**src/rtl/poly_arith_pkg.sv**
```systemverilog
// poly_arith_pkg: shared widths, coefficient types and skid-buffer states for the polynomial datapath
package poly_arith_pkg;
    localparam int DWIDTH = 256;
    localparam int KEEP_WIDTH = 32;
    localparam int COEFFS_PER_BEAT = 16;
    localparam int BEATS_PER_POLY = 16;
    localparam int COEFF_WIDTH = 12;
    localparam logic [15:0] Q = 16'd3329;
    typedef logic [COEFF_WIDTH-1:0] coeff_t;
    typedef logic [$clog2(BEATS_PER_POLY)-1:0] beat_idx_t;
    typedef coeff_t [COEFFS_PER_BEAT-1:0] coeff_beat_t;
    localparam beat_idx_t LAST_BEAT_IDX = beat_idx_t'(BEATS_PER_POLY - 1);
    typedef struct packed {
        coeff_beat_t coeff;
        beat_idx_t beat_idx;
        logic last;
    } unpack_beat_t;
    typedef enum logic [1:0] {SKID_EMPTY, SKID_ONE, SKID_FULL} skid_state_t;
endpackage

```
**src/rtl/poly_axis_unpacker_if.sv**
```systemverilog
// poly_axis_unpacker_if: host-side AXI4-Stream bundle and PE-side coefficient bundle
//   poly_axis_if  : tdata, tkeep, tvalid, tlast (master drives), tready (slave drives)
//   poly_coeff_if : coeff, beat_idx, last, valid (master drives), ready (slave drives)
interface poly_axis_if;
    import poly_arith_pkg::*;
    logic [DWIDTH-1:0] tdata;
    logic [KEEP_WIDTH-1:0] tkeep;
    logic tvalid;
    logic tlast;
    logic tready;
    modport master(output tdata, tkeep, tvalid, tlast, input tready);
    modport slave(input tdata, tkeep, tvalid, tlast, output tready);
endinterface

interface poly_coeff_if;
    import poly_arith_pkg::*;
    coeff_beat_t coeff;
    beat_idx_t beat_idx;
    logic last;
    logic valid;
    logic ready;
    modport master(output coeff, beat_idx, last, valid, input ready);
    modport slave(input coeff, beat_idx, last, valid, output ready);
endinterface

```
**src/rtl/poly_axis_unpacker_skid.sv**
```systemverilog
// poly_skid_buffer: 2-entry valid/ready skid buffer, payload width WIDTH
//   clk, rst_n           : clock, asynchronous active-low reset
//   in_data/valid/ready  : upstream side; in_ready is registered (high unless full)
//   out_data/valid/ready : downstream side; out_data is always the oldest entry
module poly_skid_buffer
    import poly_arith_pkg::*;
#(
    parameter int WIDTH = 8
) (
    input  logic             clk,
    input  logic             rst_n,
    input  logic [WIDTH-1:0] in_data,
    input  logic             in_valid,
    output logic             in_ready,
    output logic [WIDTH-1:0] out_data,
    output logic             out_valid,
    input  logic             out_ready
);
    skid_state_t state;
    logic [WIDTH-1:0] tail;
    logic push, pop;

    assign push = in_valid & in_ready;
    assign pop = out_valid & out_ready;

    // out_data is the head register; tail only holds the second entry while FULL
    always_ff @(posedge clk or negedge rst_n) begin
        if (!rst_n) begin
            state <= SKID_EMPTY;
            in_ready <= 1'b0;
            out_valid <= 1'b0;
            out_data <= '0;
            tail <= '0;
        end else begin
            case (state)
                SKID_EMPTY: begin
                    in_ready <= 1'b1;
                    if (push) begin
                        out_data <= in_data;
                        out_valid <= 1'b1;
                        state <= SKID_ONE;
                    end
                end
                SKID_ONE: begin
                    if (push && pop) begin
                        out_data <= in_data;
                    end else if (push) begin
                        tail <= in_data;
                        in_ready <= 1'b0;
                        state <= SKID_FULL;
                    end else if (pop) begin
                        out_valid <= 1'b0;
                        state <= SKID_EMPTY;
                    end
                end
                SKID_FULL: begin
                    if (pop) begin
                        out_data <= tail;
                        in_ready <= 1'b1;
                        state <= SKID_ONE;
                    end
                end
                default: begin
                    in_ready <= 1'b0;
                    out_valid <= 1'b0;
                    state <= SKID_EMPTY;
                end
            endcase
        end
    end
endmodule

```
**src/rtl/poly_axis_unpacker.sv**
```systemverilog
// poly_axis_unpacker: AXI4-Stream ingress that range-checks, frames and unpacks 16 coefficients per beat
//   clk, rst_n   : clock, asynchronous active-low reset
//   s_axis       : 256-bit host stream (16 lanes of 16-bit stored coefficients)
//   m            : 16 x coeff_t per beat with beat index and last flag, valid/ready
//   poly_done    : one-cycle pulse after the m.last output handshake
//   err_range    : sticky, a lane was out of range
//   err_framing  : sticky, TLAST/TKEEP framing violation
//   err_clr      : synchronous clear of both sticky flags (a new error in the same cycle wins)
// Build option: POLY_UNPACK_REDUCE_EN subtracts Q from lanes in [Q, 4095] instead of flagging them.
module poly_axis_unpacker
    import poly_arith_pkg::*;
(
    input  logic         clk,
    input  logic         rst_n,
    poly_axis_if.slave   s_axis,
    poly_coeff_if.master m,
    output logic         poly_done,
    output logic         err_range,
    output logic         err_framing,
    input  logic         err_clr
);
    beat_idx_t cnt;
    coeff_beat_t lane_coeff;
    logic [COEFFS_PER_BEAT-1:0] lane_bad;
    logic in_ready, accept, last_beat, frame_bad;
    unpack_beat_t in_beat, out_beat;

    genvar i;
    for (i = 0; i < COEFFS_PER_BEAT; i++) begin : g_lane
        logic [15:0] raw;
        assign raw = s_axis.tdata[16*i +: 16];
`ifdef POLY_UNPACK_REDUCE_EN
        logic fixable;
        assign fixable = (raw[15:12] == 4'd0) && (raw >= Q);
        assign lane_coeff[i] = fixable ? coeff_t'(raw - Q) : raw[11:0];
        assign lane_bad[i] = |raw[15:12];
`else
        assign lane_coeff[i] = raw[11:0];
        assign lane_bad[i] = raw >= Q;
`endif
    end

    assign s_axis.tready = in_ready;
    assign accept = s_axis.tvalid & in_ready;
    // a beat is last on TLAST or when the counter wraps; any disagreement between the two is a framing error
    assign last_beat = s_axis.tlast | (cnt == LAST_BEAT_IDX);
    assign frame_bad = (s_axis.tlast != (cnt == LAST_BEAT_IDX)) | ~&s_axis.tkeep;
    assign in_beat = '{coeff: lane_coeff, beat_idx: cnt, last: last_beat};

    poly_skid_buffer #(
        .WIDTH($bits(unpack_beat_t))
    ) u_skid (
        .clk      (clk),
        .rst_n    (rst_n),
        .in_data  (in_beat),
        .in_valid (s_axis.tvalid),
        .in_ready (in_ready),
        .out_data (out_beat),
        .out_valid(m.valid),
        .out_ready(m.ready)
    );

    assign m.coeff = out_beat.coeff;
    assign m.beat_idx = out_beat.beat_idx;
    assign m.last = out_beat.last;

    always_ff @(posedge clk or negedge rst_n) begin
        if (!rst_n) begin
            cnt <= '0;
            poly_done <= 1'b0;
            err_range <= 1'b0;
            err_framing <= 1'b0;
        end else begin
            if (accept) cnt <= last_beat ? '0 : cnt + 1'b1;
            poly_done <= m.valid & m.ready & m.last;
            err_range <= (err_range & ~err_clr) | (accept & |lane_bad);
            err_framing <= (err_framing & ~err_clr) | (accept & frame_bad);
        end
    end
endmodule
```
**src/flat_wrapper.sv**
```systemverilog
// flat-port wrapper written by rule: the top's interface ports become plain ports
module poly_axis_unpacker_flat import poly_arith_pkg::*;
  (clk, rst_n, poly_done, err_range, err_framing, err_clr, s_axis_tdata, s_axis_tkeep, s_axis_tvalid, s_axis_tlast, s_axis_tready, m_coeff, m_beat_idx, m_last, m_valid, m_ready);
  poly_axis_if s_axis_i ();
  poly_coeff_if m_i ();
  input  logic clk;
  input  logic rst_n;
  output logic poly_done;
  output logic err_range;
  output logic err_framing;
  input  logic err_clr;
  input wire logic [$bits(s_axis_i.tdata)-1:0] s_axis_tdata;
  input wire logic [$bits(s_axis_i.tkeep)-1:0] s_axis_tkeep;
  input wire logic [$bits(s_axis_i.tvalid)-1:0] s_axis_tvalid;
  input wire logic [$bits(s_axis_i.tlast)-1:0] s_axis_tlast;
  output wire logic [$bits(s_axis_i.tready)-1:0] s_axis_tready;
  output wire logic [$bits(m_i.coeff)-1:0] m_coeff;
  output wire logic [$bits(m_i.beat_idx)-1:0] m_beat_idx;
  output wire logic [$bits(m_i.last)-1:0] m_last;
  output wire logic [$bits(m_i.valid)-1:0] m_valid;
  input wire logic [$bits(m_i.ready)-1:0] m_ready;
  assign s_axis_i.tdata = s_axis_tdata;
  assign s_axis_i.tkeep = s_axis_tkeep;
  assign s_axis_i.tvalid = s_axis_tvalid;
  assign s_axis_i.tlast = s_axis_tlast;
  assign s_axis_tready = s_axis_i.tready;
  assign m_coeff = m_i.coeff;
  assign m_beat_idx = m_i.beat_idx;
  assign m_last = m_i.last;
  assign m_valid = m_i.valid;
  assign m_i.ready = m_ready;
  poly_axis_unpacker u_core (.clk(clk), .rst_n(rst_n), .s_axis(s_axis_i), .m(m_i), .poly_done(poly_done), .err_range(err_range), .err_framing(err_framing), .err_clr(err_clr));
endmodule
```
**config.mk**
```make
export PLATFORM = sky130hd
export DESIGN_NAME = poly_axis_unpacker_flat
export DESIGN_NICKNAME = d
export VERILOG_FILES = /design/src/rtl/poly_arith_pkg.sv /design/src/rtl/poly_axis_unpacker_if.sv /design/src/rtl/poly_axis_unpacker_skid.sv /design/src/rtl/poly_axis_unpacker.sv /design/src/flat_wrapper.sv
export SDC_FILE = /design/constraint.sdc
export NUM_CORES = 1
export LEC_CHECK = 0
export CAP_MARGIN = 20
export CORE_MARGIN = 4
export CORE_UTILIZATION = 49
export DETAILED_ROUTE_END_ITERATION = 10
export PLACE_DENSITY = 0.84
export SLEW_MARGIN = 0
export SYNTH_ARGS = -nofsm -noshare
export SYNTH_HDL_FRONTEND = slang
export SYNTH_HIERARCHICAL = 1
export SYNTH_SLANG_ARGS = --single-unit
```
**constraint.sdc**
```tcl
create_clock -name clk -period 2.21 [get_ports clk]
set_input_delay 0.442 -clock clk [delete_from_list [all_inputs] [get_ports clk]]
set_output_delay 0.442 -clock clk [all_outputs]
set_load 0.005 [all_outputs]
```
**Ports around the boundary**

(2 px per um) Pins as bars across the die edge, other pins in gray.
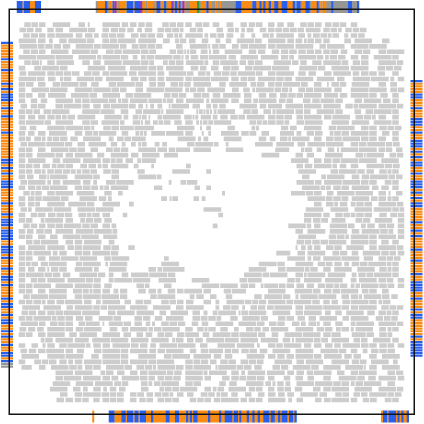
[m_coeff] blue | pins: 192 | direction: output | edge: 55 south, 47 west, 46 north, 44 east
[m_valid] green | pins: 1 | direction: output | edge: north
[m_beat_idx] purple | pins: 4 | direction: output | edge: north
[s_axis_tdata] orange | pins: 256 | direction: input | edge: 71 west, 64 north, 63 south, 58 east
all pins by edge: 156 north, 120 west, 118 south, 102 east
Port-buffer cells: 495
die width: 201.8 um

**Sequential cells colored by netlist name**

(1.5 px per um)
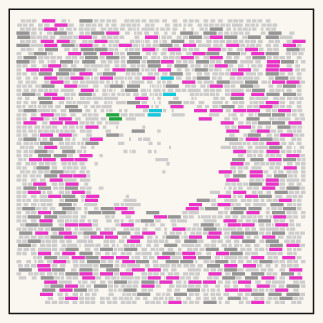
[u_core/cnt] cyan | flops: 4
[u_core/u_skid/state] green | flops: 2
[u_core/u_skid/tail] magenta | flops: 197 | where: all over the die
not colored: 202
Seq/total area: 38.78%
Seq power: 0.0133 W
post-route core utilization: 71.04%
Seq. cell area: 10,130 um^2

**Routing congestion**

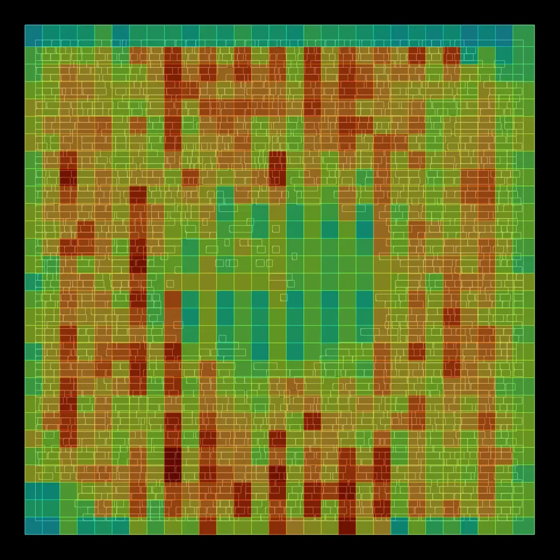
GRT Overall Usage: 26.40%
drt wl/cell: 23.63 um
busiest grt layer: met2

==> metrics.cfg <==
[synth]
fp_nets = 1531
yosys.area_share.adder_pct = 0.1360
yosys-top-cells-count = mux2_2, dfrtp_1, nor4_1
synthArstFlopShare_pct = 100.0
synth-area-yosys_um2 = 18400
synthAoiAreaFrac_pct = 1.333
ff_type = dfrtp_1
synth_cells = 1235
yosysTopAreaCell = dfrtp_1
netlist_top_cells_area = dfrtp_1, mux2_2, nor4_1
ys_seq_share_pct = 55.08
edf_count = 0
xor_area_share_pct = 0
ys_sh_simple_pct = 4.604
synth.distinct_cells = 43
postSynthAreaPerCell_um2 = 14.90

[setup_path]
worst-path-stages = 8
cp.required_ps = 2630
startpoint_type = flip-flop
cp-end-kind = flip-flop
crit_path_top_delay_cell = dfrtp_1
slowest_delay_ps = 360
crit_end = u_core/err_framing
path_buffers = 0
crit_type = flip-flop to flip-flop
crit_chain = ha_2 > nand3_1 > ha_1 > nand4b_1 > nor4_1 > nand4_1 > nor4_4 > o22ai_1
crit_fanout = 2

[route]
drt_iter0_drc = 612
viasPerCell = 5.577
totalWireLength_um = 55090
remaining_drc_errors = 0

[clock_network]
clock_sinks = 405
clockRootBuffer = clkbuf_16
clock_path_buffers = 3
htree_levels = 2
cts_tree = yes
cts_buffers = 43
cts_hold_repair.buffers = 1
clk_transition_reported_paths_ps = 60

[cells_and_area]
n_clock_buffer = 62
inverters = 5
n_antenna_cell = 3
comb_cells = 760
clock_area_share_pct = 5.157
seq_cell_count = 405
layout.nets = 2128
buffers = 617
logic_area_um2 = 7821
nonClkBufAreaFrac_pct = 23.79

[timing]
finalCriticalPeriod_ps = 2113
tightest_slew_ps = 643.4
fin_ws_ps = 97.43
grt_setup_unrepaired = false
setup_tns_ps = 0
clock.fmax_mhz = 473.4
max_slew_margin_pct = 56.71
hold_slack_ps = 443.0
finalClockPeriodUsage_pct = 95.59
setup_viol = 0

[global_routing]
grt_pass1_vias = 14462
use_met2_pct = 45.85
met3_usage_pct = 6.032
grt_pass1_wl_um = 84530
antenna_found_initial = 3
grt_max_degree = 57

[power]
top_power_group = combinational cells
seqPwrFrac_pct = 38.1
p_clk_share_pct = 19.8
p_per_area_nw_per_um2 = 1340
power_frac_comb_pct = 42.1
sw_frac_of_total_pct = 28.91
max-vdd-ir-drop_v = 0.0009059
p_leak_nw = 10.77

[die]
ios = 496
core_um2 = 36790
rows = 70
fp_util_pct = 50.02

[hold_path]
min_path_type = input port to async pin

[flow_run]
drv_cap = 0
tool_warnings = 26

[placement]
gp_congestion = 0.8503
place_inst = 2251
dp_hpwl_um = 41490
placed_area_um2 = 24730

[run_status]
status = complete, no violations

**Gate-type map**

(1.5 px per um)
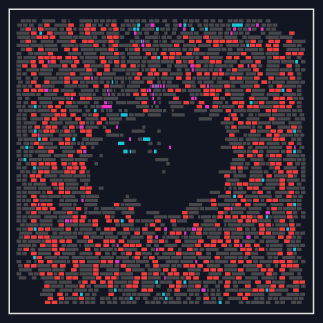
[mux cells] red | cells: 592 | most used: mux2_2 | where: all over the die
[nor cells] cyan | cells: 51 | most used: nor4_1 | where: all over the die
[nand cells] magenta | cells: 61 | most used: nand3_1
Final Instance Count excl. Fillers: 2,331
most numerous logic cell after layout: mux2_2
logic share of the area: 29.93%

**Layout detail**

Window x 88 to 113, y 48 to 73 um. Cells in gray, sequential cells in the stronger gray; small squares are vias.
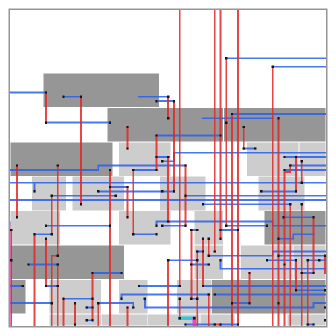
[M1] blue
[M3] cyan
[M2] red
[M4] magenta
cells with their middle in the window: 22
netlist names of flops here include: u_core/u_skid/out_data (4), u_core/u_skid/tail (3)
sequential cells in the window: 7
most frequent: mux2_2 (8), dfrtp_1 (7)

-- cell families after synthesis --
| family | after synthesis |
|---|---|
| fa+ha+maj | 2 |
| mux | 592 |
| buf+inv | 70 |
| flops | 405 |
| compound gates | 34 |
| simple gates | 132 |
-- layer usage --
metal | part of all wire, % | wire length, um
met3 | 5.7 | 3139
met1 | 41 | 22660
met4 | 2.3 | 1242
met2 | 51 | 28050
met5 | 0 | 0
-- sequential cells by signal (all words and copies together) (netlist names) --
name                     count
u_core/err_framing           1
u_core/u_skid/tail         197
u_core/u_skid/in_ready       1
u_core/cnt                   4
u_core/poly_done             1
u_core/u_skid/out_valid      1
u_core/u_skid/out_data     197
u_core/err_range             1
u_core/u_skid/state          2
No activity file was given, so power comes from the tool's default toggle rates.
